Figure 1. Nets reached from selected ports (run 1).
Scale bar: 20 um.
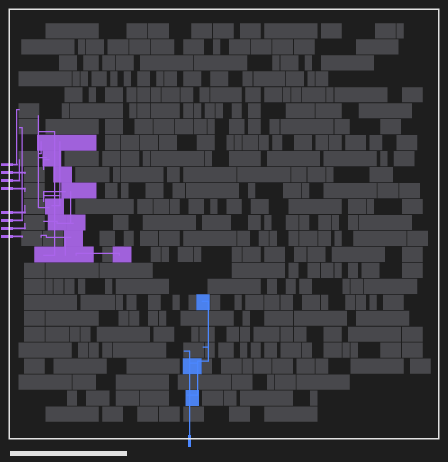
Figure 2. Close-up of the layout (run 1).
Scale bar: 10 um. Window x 6 to 31, y 6 to 31 um. Cells in grey, sequential cells in the stronger grey; small squares are vias.
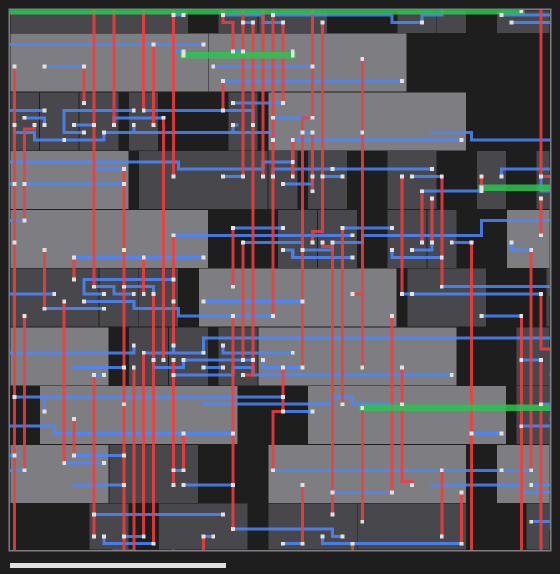
Figure 3. Sequential cells grouped by signal name (run 1).
Scale bar: 20 um.
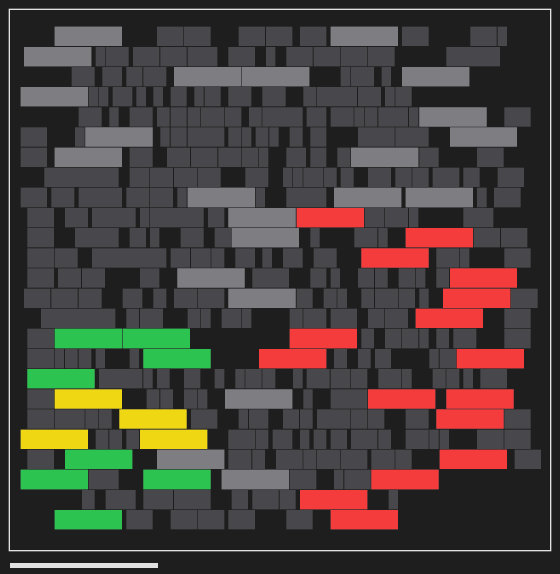
## src/rtl/hamming_ext_pkg.sv

```systemverilog
// Shared widths and packer state encoding for the extended-Hamming receive path.
package hamming_ext_pkg;

    localparam int unsigned CODEWORD_W = 8;
    localparam int unsigned DATA_W     = 4;

    typedef enum logic {
        EMPTY,
        HALF
    } pack_state_t;

endpackage

```

## src/rtl/hamming_decoder_ext.sv

```systemverilog
// Combinational eH(8,4) decoder: bits [6:0] are Hamming positions 1..7, bit 7 is overall parity.
// Data sits at positions 3,5,6,7; single errors are corrected, double errors are flagged.
module hamming_decoder_ext
    import hamming_ext_pkg::*;
(
    input  logic [CODEWORD_W-1:0] codeword_in,
    output logic [DATA_W-1:0]     data_out,
    output logic                  correctable_error,
    output logic                  uncorrectable_error
);

    logic [2:0] syndrome;
    logic       overall;
    logic [6:0] fixed;

    always_comb begin
        syndrome[0] = codeword_in[0] ^ codeword_in[2] ^ codeword_in[4] ^ codeword_in[6];
        syndrome[1] = codeword_in[1] ^ codeword_in[2] ^ codeword_in[5] ^ codeword_in[6];
        syndrome[2] = codeword_in[3] ^ codeword_in[4] ^ codeword_in[5] ^ codeword_in[6];
        overall     = ^codeword_in;

        // Odd overall parity means one flipped bit; zero syndrome puts it in bit 7.
        correctable_error   = overall;
        uncorrectable_error = !overall && (syndrome != 3'd0);

        fixed = codeword_in[6:0];
        for (int i = 0; i < 7; i++) begin
            if (overall && (syndrome == 3'(i + 1))) begin
                fixed[i] = ~fixed[i];
            end
        end

        data_out = {fixed[6], fixed[5], fixed[4], fixed[2]};
    end

endmodule

```

## src/rtl/hamming_ext_rx_packer.sv

```systemverilog
// Receive packer: decodes eH(8,4) codewords and packs nibble pairs (low first) into bytes,
// with per-byte error flags on a registered valid/ready output and saturating error counters.
module hamming_ext_rx_packer
    import hamming_ext_pkg::*;
#(
    parameter int unsigned CNT_W = 16
) (
    input  logic                  clk,
    input  logic                  rst,
    input  logic                  in_valid,
    output logic                  in_ready,
    input  logic [CODEWORD_W-1:0] in_codeword,
    output logic                  out_valid,
    input  logic                  out_ready,
    output logic [7:0]            out_byte,
    output logic                  out_corrected,
    output logic                  out_uncorrectable,
    output logic                  half_pending,
    input  logic                  flush,
    input  logic                  clr_counters,
    output logic [CNT_W-1:0]      cnt_corrected,
    output logic [CNT_W-1:0]      cnt_uncorrectable
);

    localparam logic [CNT_W-1:0] CntOne = CNT_W'(1);
    localparam logic [CNT_W-1:0] CntMax = {CNT_W{1'b1}};

    logic [DATA_W-1:0] dec_data;
    logic              dec_corr;
    logic              dec_unc;
    logic              accept;

    pack_state_t       state_q, state_d;
    logic [DATA_W-1:0] held_data_q, held_data_d;
    logic              held_corr_q, held_corr_d;
    logic              held_unc_q, held_unc_d;
    logic              out_valid_q, out_valid_d;
    logic [7:0]        out_byte_q, out_byte_d;
    logic              out_corr_q, out_corr_d;
    logic              out_unc_q, out_unc_d;
    logic [CNT_W-1:0]  cnt_corr_q, cnt_corr_d;
    logic [CNT_W-1:0]  cnt_unc_q, cnt_unc_d;

    hamming_decoder_ext u_decoder (
        .codeword_in         (in_codeword),
        .data_out            (dec_data),
        .correctable_error   (dec_corr),
        .uncorrectable_error (dec_unc)
    );

    // A byte can load in the same cycle the previous one drains.
    assign in_ready = !flush && ((state_q == EMPTY) || !out_valid_q || out_ready);
    assign accept   = in_valid && in_ready;

    always_comb begin
        state_d     = state_q;
        held_data_d = held_data_q;
        held_corr_d = held_corr_q;
        held_unc_d  = held_unc_q;
        out_valid_d = out_valid_q;
        out_byte_d  = out_byte_q;
        out_corr_d  = out_corr_q;
        out_unc_d   = out_unc_q;

        if (out_valid_q && out_ready) begin
            out_valid_d = 1'b0;
        end

        if (flush) begin
            state_d     = EMPTY;
            held_data_d = '0;
            held_corr_d = 1'b0;
            held_unc_d  = 1'b0;
        end else if (accept) begin
            unique case (state_q)
                EMPTY: begin
                    held_data_d = dec_data;
                    held_corr_d = dec_corr;
                    held_unc_d  = dec_unc;
                    state_d     = HALF;
                end
                HALF: begin
                    out_byte_d  = {dec_data, held_data_q};
                    out_corr_d  = dec_corr || held_corr_q;
                    out_unc_d   = dec_unc || held_unc_q;
                    out_valid_d = 1'b1;
                    state_d     = EMPTY;
                end
            endcase
        end
    end

    always_comb begin
        cnt_corr_d = cnt_corr_q;
        cnt_unc_d  = cnt_unc_q;
        if (clr_counters) begin
            cnt_corr_d = '0;
            cnt_unc_d  = '0;
        end else if (accept) begin
            if (dec_corr && (cnt_corr_q != CntMax)) begin
                cnt_corr_d = cnt_corr_q + CntOne;
            end
            if (dec_unc && (cnt_unc_q != CntMax)) begin
                cnt_unc_d = cnt_unc_q + CntOne;
            end
        end
    end

    always_ff @(posedge clk or posedge rst) begin
        if (rst) begin
            state_q     <= EMPTY;
            held_data_q <= '0;
            held_corr_q <= 1'b0;
            held_unc_q  <= 1'b0;
            out_valid_q <= 1'b0;
            out_byte_q  <= '0;
            out_corr_q  <= 1'b0;
            out_unc_q   <= 1'b0;
            cnt_corr_q  <= '0;
            cnt_unc_q   <= '0;
        end else begin
            state_q     <= state_d;
            held_data_q <= held_data_d;
            held_corr_q <= held_corr_d;
            held_unc_q  <= held_unc_d;
            out_valid_q <= out_valid_d;
            out_byte_q  <= out_byte_d;
            out_corr_q  <= out_corr_d;
            out_unc_q   <= out_unc_d;
            cnt_corr_q  <= cnt_corr_d;
            cnt_unc_q   <= cnt_unc_d;
        end
    end

    assign out_valid         = out_valid_q;
    assign out_byte          = out_byte_q;
    assign out_corrected     = out_corr_q;
    assign out_uncorrectable = out_unc_q;
    assign half_pending      = (state_q == HALF);
    assign cnt_corrected     = cnt_corr_q;
    assign cnt_uncorrectable = cnt_unc_q;

endmodule
```

## config.mk

```make
export PLATFORM = sky130hd
export DESIGN_NAME = hamming_ext_rx_packer
export DESIGN_NICKNAME = d
export VERILOG_FILES = /design/src/rtl/hamming_ext_pkg.sv /design/src/rtl/hamming_decoder_ext.sv /design/src/rtl/hamming_ext_rx_packer.sv
export SDC_FILE = /design/constraint.sdc
export NUM_CORES = 1
export LEC_CHECK = 0
export ABC_CLOCK_PERIOD_IN_PS = 3650
export CAP_MARGIN = 25
export CORE_UTILIZATION = 55
export DETAILED_ROUTE_END_ITERATION = 16
export MAX_ROUTING_LAYER = met4
export PLACE_DENSITY = 0.85
export SYNTH_ARGS = -nofsm -noshare
export SYNTH_HDL_FRONTEND = slang
export SYNTH_SLANG_ARGS = --single-unit
```

## constraint.sdc

```tcl
create_clock -name clk -period 3.65 [get_ports clk]
set_input_delay 0.365 -clock clk [delete_from_list [all_inputs] [get_ports clk]]
set_output_delay 0.365 -clock clk [all_outputs]
set_load 0.01 [all_outputs]
```

==> impl_metrics.ini, run 1 <==
; generated from flow reports
[clock_network]
post_cts_resized = 0
root_buffer = clkbuf_8
insertion_delay_ns = 0.32
post_cts_buffers = 0
ctsHoldBuffers = 0
cts_max_level = 2
clk_pin_slew_ns = 0.10
cts_made_buffers = 5
clockBufferDepth = 2
cts_tree = built
cts_sinks = 50

[status]
outcome = finished clean

[timing]
grt_setup_unrepaired = no
fmaxAchievable_mhz = 408
setup_viol = 0
hold_viol = 0
setup_tns_ns = 0
holdWs_ns = 0.277
finalMaxSlewViolations = 0
relSlewSlack_pct = 37.2
tightestPinTransition_ns = 0.930
skew_ns = 0.00749
period_minus_slack_ns = 2.45
finalClockPeriodUsage_pct = 67.2
setup_ws_ns = 1.20

[yosys]
ys_seq_share_pct = 45.2
syn_inst = 275
ys_area_mm2 = 0.00277
edf_count = 0
common_cells = 50 x dfrtp_1, 40 x nor2_1, 21 x xnor2_1
fp_nets = 291
most_common_cell = dfrtp_1
ys_cells = 275
synth_top_area_share_pct = 45.2
simple_gate_share_pct = 21.2
topCombFamilyByArea = simple AND/OR/NAND/NOR gates
xor_share_pct = 16.1
syn_area_per_cell_um2 = 10.1
synth_area_mm2 = 0.00277
adder_share_pct = 0.905
area_leaders = dfrtp_1 45%, xnor2_1 6.6%, nor2_1 5.4%
synth-async-reset-ratio_pct = 100
yosysWarnings = 0
synth_cell_type_count = 44
numSynthFlops = 50
ys_sh_mux_pct = 3.21
top_area_cell = dfrtp_1
compound_area_share_pct = 11.5
ff_type = dfrtp_1

[detailed_routing]
drt_pre_antenna_iters = 4
avgRoutedWirePerCell_um = 14.6
wl_met1_mm = 2.68
ant_nets = 0
post-route-drc-count = 0
wirelength_mm = 5.88
wl_met2_mm = 2.81
vias = 2248
top_layer = met4
via_per_inst = 5.58
met3_wirelength_um = 307
drtIter0Drc = 186

[global_route]
track_usage_pct = 25.0
use_met1_pct = 33.6
grt_pass1_vias = 2034
met3_usage_pct = 5.11
gr-total-overflow = 0
antenna_found_initial = 0
grt-busiest-layer = met2
grt_use_met2_pct = 38.3
grt_pass1_wl_mm = 9.82

[finish]
final_cell_area_mm2 = 0.00353
logic_area_mm2 = 0.00147
stdcell_count = 403
layout.cells.most_common = clkdlybuf4s50_1
fillers = 374
drive_gt1_share_pct = 10.1
num-nets-final = 351
final_cell_mix = 58 x clkdlybuf4s50_1, 50 x dfrtp_1, 40 x nor2_1, 21 x xnor2_1, 17 x a21oi_1
diodes = 0
area_growth_pct = 27.6

[die]
dieArea_mm2 = 0.00532
fp.dieW_um = 72.9
rows = 25
fp_util_pct = 57.8
coreArea_mm2 = 0.00479

[critical_path]
critPathCapture = cnt_uncorrectable[0]
cp_max_fo = 6
ff2ff_path_depth = 6
critPathLaunchType = primary input
startpoint = in_codeword[6]
path_delay_family = buffers and inverters
crit_type = primary input to flop
rr_startpoint = cnt_corrected[0]
slowest_delay_ns = 0.55
end_kind = flop
slowest_stage = clkdlybuf4s50_1
cp_cell_sequence = clkdlybuf4s50_1 > xnor2_1 > xnor2_2 > a211oi_4 > nor2_2 > nor3_1 > mux2_1
cp_data_arrival_time_ns = 2.66
r2r_end = cnt_corrected[3]
cp.depth = 7
r2r_setup_slack_ns = 1.39

[pwr]
netSwitchingFraction_pct = 31.8
combPwrFrac_pct = 26.3
powerClk_w = 0.000340
power.group.top = sequential cells
fin_total_pwr_w = 0.00131
p_leak_nw = 1.38
p_int_w = 0.000894
pg_comb_w = 0.000345
seqPwrFrac_pct = 47.7
power.density_mw_per_mm2 = 371
vdd_drop_max_uv = 274
power_switching_w = 0.000416

[place]
gp_congestion = 0.871
pre_cts_ws_ns = 0.691
dp_hpwl_mm = 4.18
placed_cell_area_mm2 = 0.00341
dp.cells = 393

[flow_run]
drv_cap = 0
warning_count = 26

[min_path]
min_path_type = primary input to async pin
Notes on Figure 1 above:
| colour | port | direction | end cells | buffers | wire |
|---|---|---|---|---|---|
| purple | `in_codeword` | input | 10 | 8 | 144 um |
| blue | `in_valid` | input | 3 | 1 | 38.4 um |
Buffers on Ports: 58
IO Count: 59

Notes on Figure 2 above:
| colour | layer |
|---|---|
| green | metal 3 |
| blue | metal 1 |
| red | metal 2 |
most frequent: dfrtp_1 (10), a21oi_1 (8), nor2_1 (6)
sequential cells in the window: 10
netlist names of flops here include: `out_byte` (6), `held_data_q` (3)
cells with their middle in the window: 36

Notes on Figure 3 above:
| colour | signal | flops |
|---|---|---|
| yellow | `held_data_q` | 4 |
| red | `cnt_corrected` | 16 |
| green | `out_byte` | 8 |
not coloured: 22
Storage cell area: 0.00125 mm^2
Seq area share: 35.4%
final core utilization: 73.8%
seq pwr: 0.000625 W

-- run 1: worst reg2reg max path, delay by kind of cell (launching register included) --
family / cells / cell delay [ns]
adder cells (fa/ha/maj): 1 / 0.27
XOR/XNOR: 1 / 0.18
flip-flops: 1 / 0.45
AND/OR/NAND/NOR: 3 / 0.46
AND-OR/OR-AND: 1 / 0.76
-- run 1: layout make-up --
class	instances	share of cell area [%]
clock buffer	5	1.95
clock inverter	3	0.673
inverter	4	0.425
multi-input combinational	212	41.5
sequential	50	35.4
tap	67	2.37
timing repair buffer	62	17.6
Figure 4. Logic cells by family (run 1).
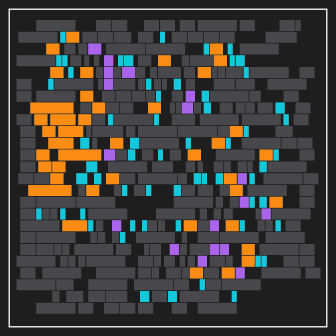

--- run 2 (diff from run 1) ---
- ABC_CLOCK_PERIOD_IN_PS: 3650 -> 2100
- CORE_UTILIZATION: 55 -> 46
- PLACE_DENSITY: 0.85 -> 0.76
- clock period: 3.65 -> 2.1 ns (I/O delays scaled with it)
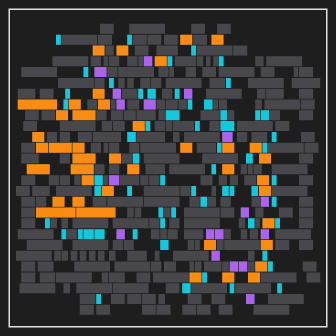
Figure 5: run 2, logic cells by family.
| colour | family | cells | most used |
|---|---|---|---|
| cyan | nor cells | 59 | nor2_1 |
| purple | and/or cells | 18 | and3_1 |
| orange | xor and xnor cells | 41 | xnor2_1 |

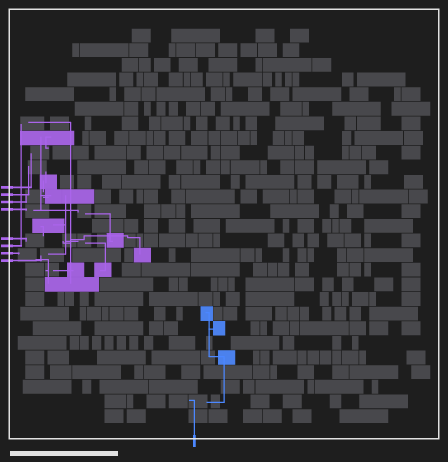
Figure 6: run 2, nets reached from selected ports.
Scale bar: 20 um.
| colour | port | direction | end cells | buffers | wire |
|---|---|---|---|---|---|
| blue | `in_valid` | input | 3 | 1 | 31.7 um |
| purple | `in_codeword` | input | 10 | 12 | 200 um |

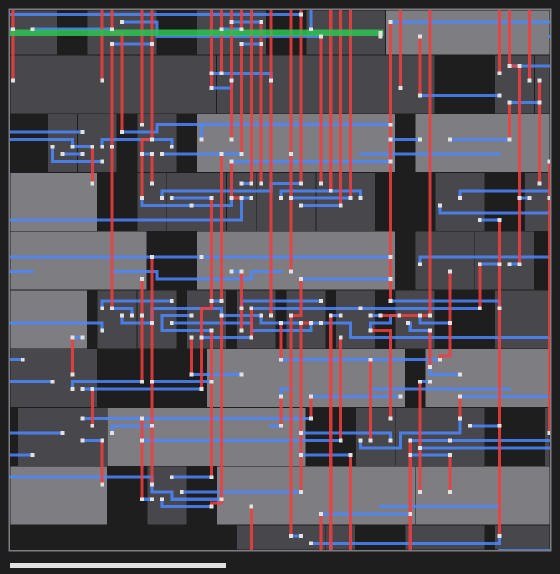
Figure 7: run 2, close-up of the layout.
Scale bar: 10 um. Window x 7 to 32, y 7 to 32 um. Cells in grey, sequential cells in the stronger grey; small squares are vias.

==> run 2 against run 1 <==
Against the previous run: clock-buffer cell count grew 2; utilization down 6.3 points; synthesized cell count is the same; register-to-register slack got worse by 1.1 ns; combinational power increased by 100%; critical path depth grew 1; total power grew 85%; clock skew is 0.0028 ns higher; sequential share of layout area shrank 2.6 points; sequential cell count stayed put; sequential power rose by 73%; die area is 19% higher; critical path type unchanged; largest cell class unchanged.
==> impl_metrics.ini, run 2 <==
; generated from flow reports
[finish]
num-nets-final = 380
utilization_pct = 67.5
nClkBuffers = 7
num-nonclk-inverters = 4
sh_comb_area_pct = 39.0
final_cell_mix = 55 x clkdlybuf4s50_1, 50 x dfrtp_1, 40 x nor2_1, 31 x buf_4, 20 x xnor2_1
fillers = 479
largest_class = logic gates
buffers = 91
final_cell_area_mm2 = 0.00381
diodes = 0
logic_area_mm2 = 0.00148
layout.cells.most_common = clkdlybuf4s50_1
regArea_mm2 = 0.00125
clock_area_share_pct = 2.76
stdcell_count = 437
ff_count = 50
area_growth_pct = 37.6
num-multi-input-gates = 212
drive_gt1_share_pct = 18.4

[timing]
finalMaxSlewViolations = 0
fmaxAchievable_mhz = 506
setup_tns_ns = 0
holdWs_ns = 0.264
grt_setup_unrepaired = no
relSlewSlack_pct = 62.9
period_minus_slack_ns = 1.98
skew_ns = 0.0103
tightestPinTransition_ns = 0.553
setup_ws_ns = 0.123
hold_viol = 0
setup_viol = 0

[die]
fp.dieW_um = 79.6
dieArea_mm2 = 0.00633
fp_util_pct = 49.0
rows = 27
ios = 59
tap_cells = 72
coreArea_mm2 = 0.00564
die_h_um = 79.6

[yosys]
fp_nets = 291
syn_inst = 275
yosysWarnings = 0
synth_cell_type_count = 44
synth_area_mm2 = 0.00277
ys_seq_share_pct = 45.2
most_common_cell = dfrtp_1
area_leaders = dfrtp_1 45%, xnor2_1 6.6%, nor2_1 5.4%
ys_cells = 275
synth-async-reset-ratio_pct = 100
ff_type = dfrtp_1
top_area_cell = dfrtp_1
syn_area_per_cell_um2 = 10.1
ys_area_mm2 = 0.00277
synth_top_area_share_pct = 45.2
edf_count = 0
common_cells = 50 x dfrtp_1, 40 x nor2_1, 21 x xnor2_1
numSynthFlops = 50

[detailed_routing]
wl_met1_mm = 2.85
post-route-drc-count = 0
avgRoutedWirePerCell_um = 14.4
wirelength_mm = 6.29
drt_pre_antenna_iters = 4
vias = 2369
ant_nets = 0
via_per_inst = 5.42
top_layer = met4
wl_met2_mm = 3.11
drtIter0Drc = 127
met3_wirelength_um = 247

[pwr]
vdd_drop_max_uv = 416
power.group.top = sequential cells
netSwitchingFraction_pct = 29.8
p_leak_nw = 1.58
seqPwrFrac_pct = 44.8
pg_comb_w = 0.000707
p_int_w = 0.00170
power_switching_w = 0.000720
power.density_mw_per_mm2 = 636
combPwrFrac_pct = 29.2
pg_seq_w = 0.00108
powerClk_w = 0.000627

[global_route]
gr-total-overflow = 0
antenna_found_initial = 0
grt_pass1_wl_mm = 10.4
track_usage_pct = 21.3
grt_pass1_vias = 2299

[place]
placed_cell_area_mm2 = 0.00367
dp_hpwl_mm = 4.54
numPortBuffers = 58
dp.cells = 429
pre_cts_ws_ns = -0.334

[critical_path]
critPathCapture = cnt_uncorrectable[2]
cp_cell_sequence = clkdlybuf4s50_1 > xnor2_4 > xor2_2 > buf_4 > a211oi_4 > nor2_2 > or4_1 > a21oi_1
crit_type = primary input to flop
r2r_end = cnt_uncorrectable[0]
cp_max_fo = 4
cp.depth = 8
critPathLaunchType = primary input
end_kind = flop
rr_startpoint = cnt_uncorrectable[8]
slowest_stage = or4_1
r2r_setup_slack_ns = 0.26
startpoint = in_codeword[1]
cp_data_arrival_time_ns = 2.20

[clock_network]
cts_max_level = 2
cts_made_buffers = 5
insertion_delay_ns = 0.30
cts_sinks = 50
root_buffer = clkbuf_8
post_cts_buffers = 0
clk_pin_slew_ns = 0.10
cts_tree = built
clockBufferDepth = 2

[min_path]
min_path_type = primary input to async pin

[status]
outcome = finished clean

[flow_run]
warning_count = 26
==> run 2: kinds of logic after synthesis <==
group | after synthesis | share of synthesized area (%)
adders and majority gates | 2 | 0.904
buffers and inverters | 13 | 1.81
xor gates and xnor gates | 41 | 16.1
and+or+nand+nor | 117 | 21.2
DFF | 50 | 45.2
AOI/OAI and AO/OA | 44 | 11.5
muxes | 8 | 3.21
==> run 2: layer usage <==
metal | up-vias | track usage [%]
met3 | 9 | 3.09
met1 | 1151 | 27.1
met4 | 0 | 6.36
met5 | - | -
li1 | 1149 | -
met2 | 60 | 35.2
==> run 2: timing repair <==
item	in CTS	in global routing
pin swaps	0	1
gates resized	3	4
cloned	0	0
hold buffers	0	0
endpoints found under the setup margin	2	13
Power and IR drop assume default switching activity.
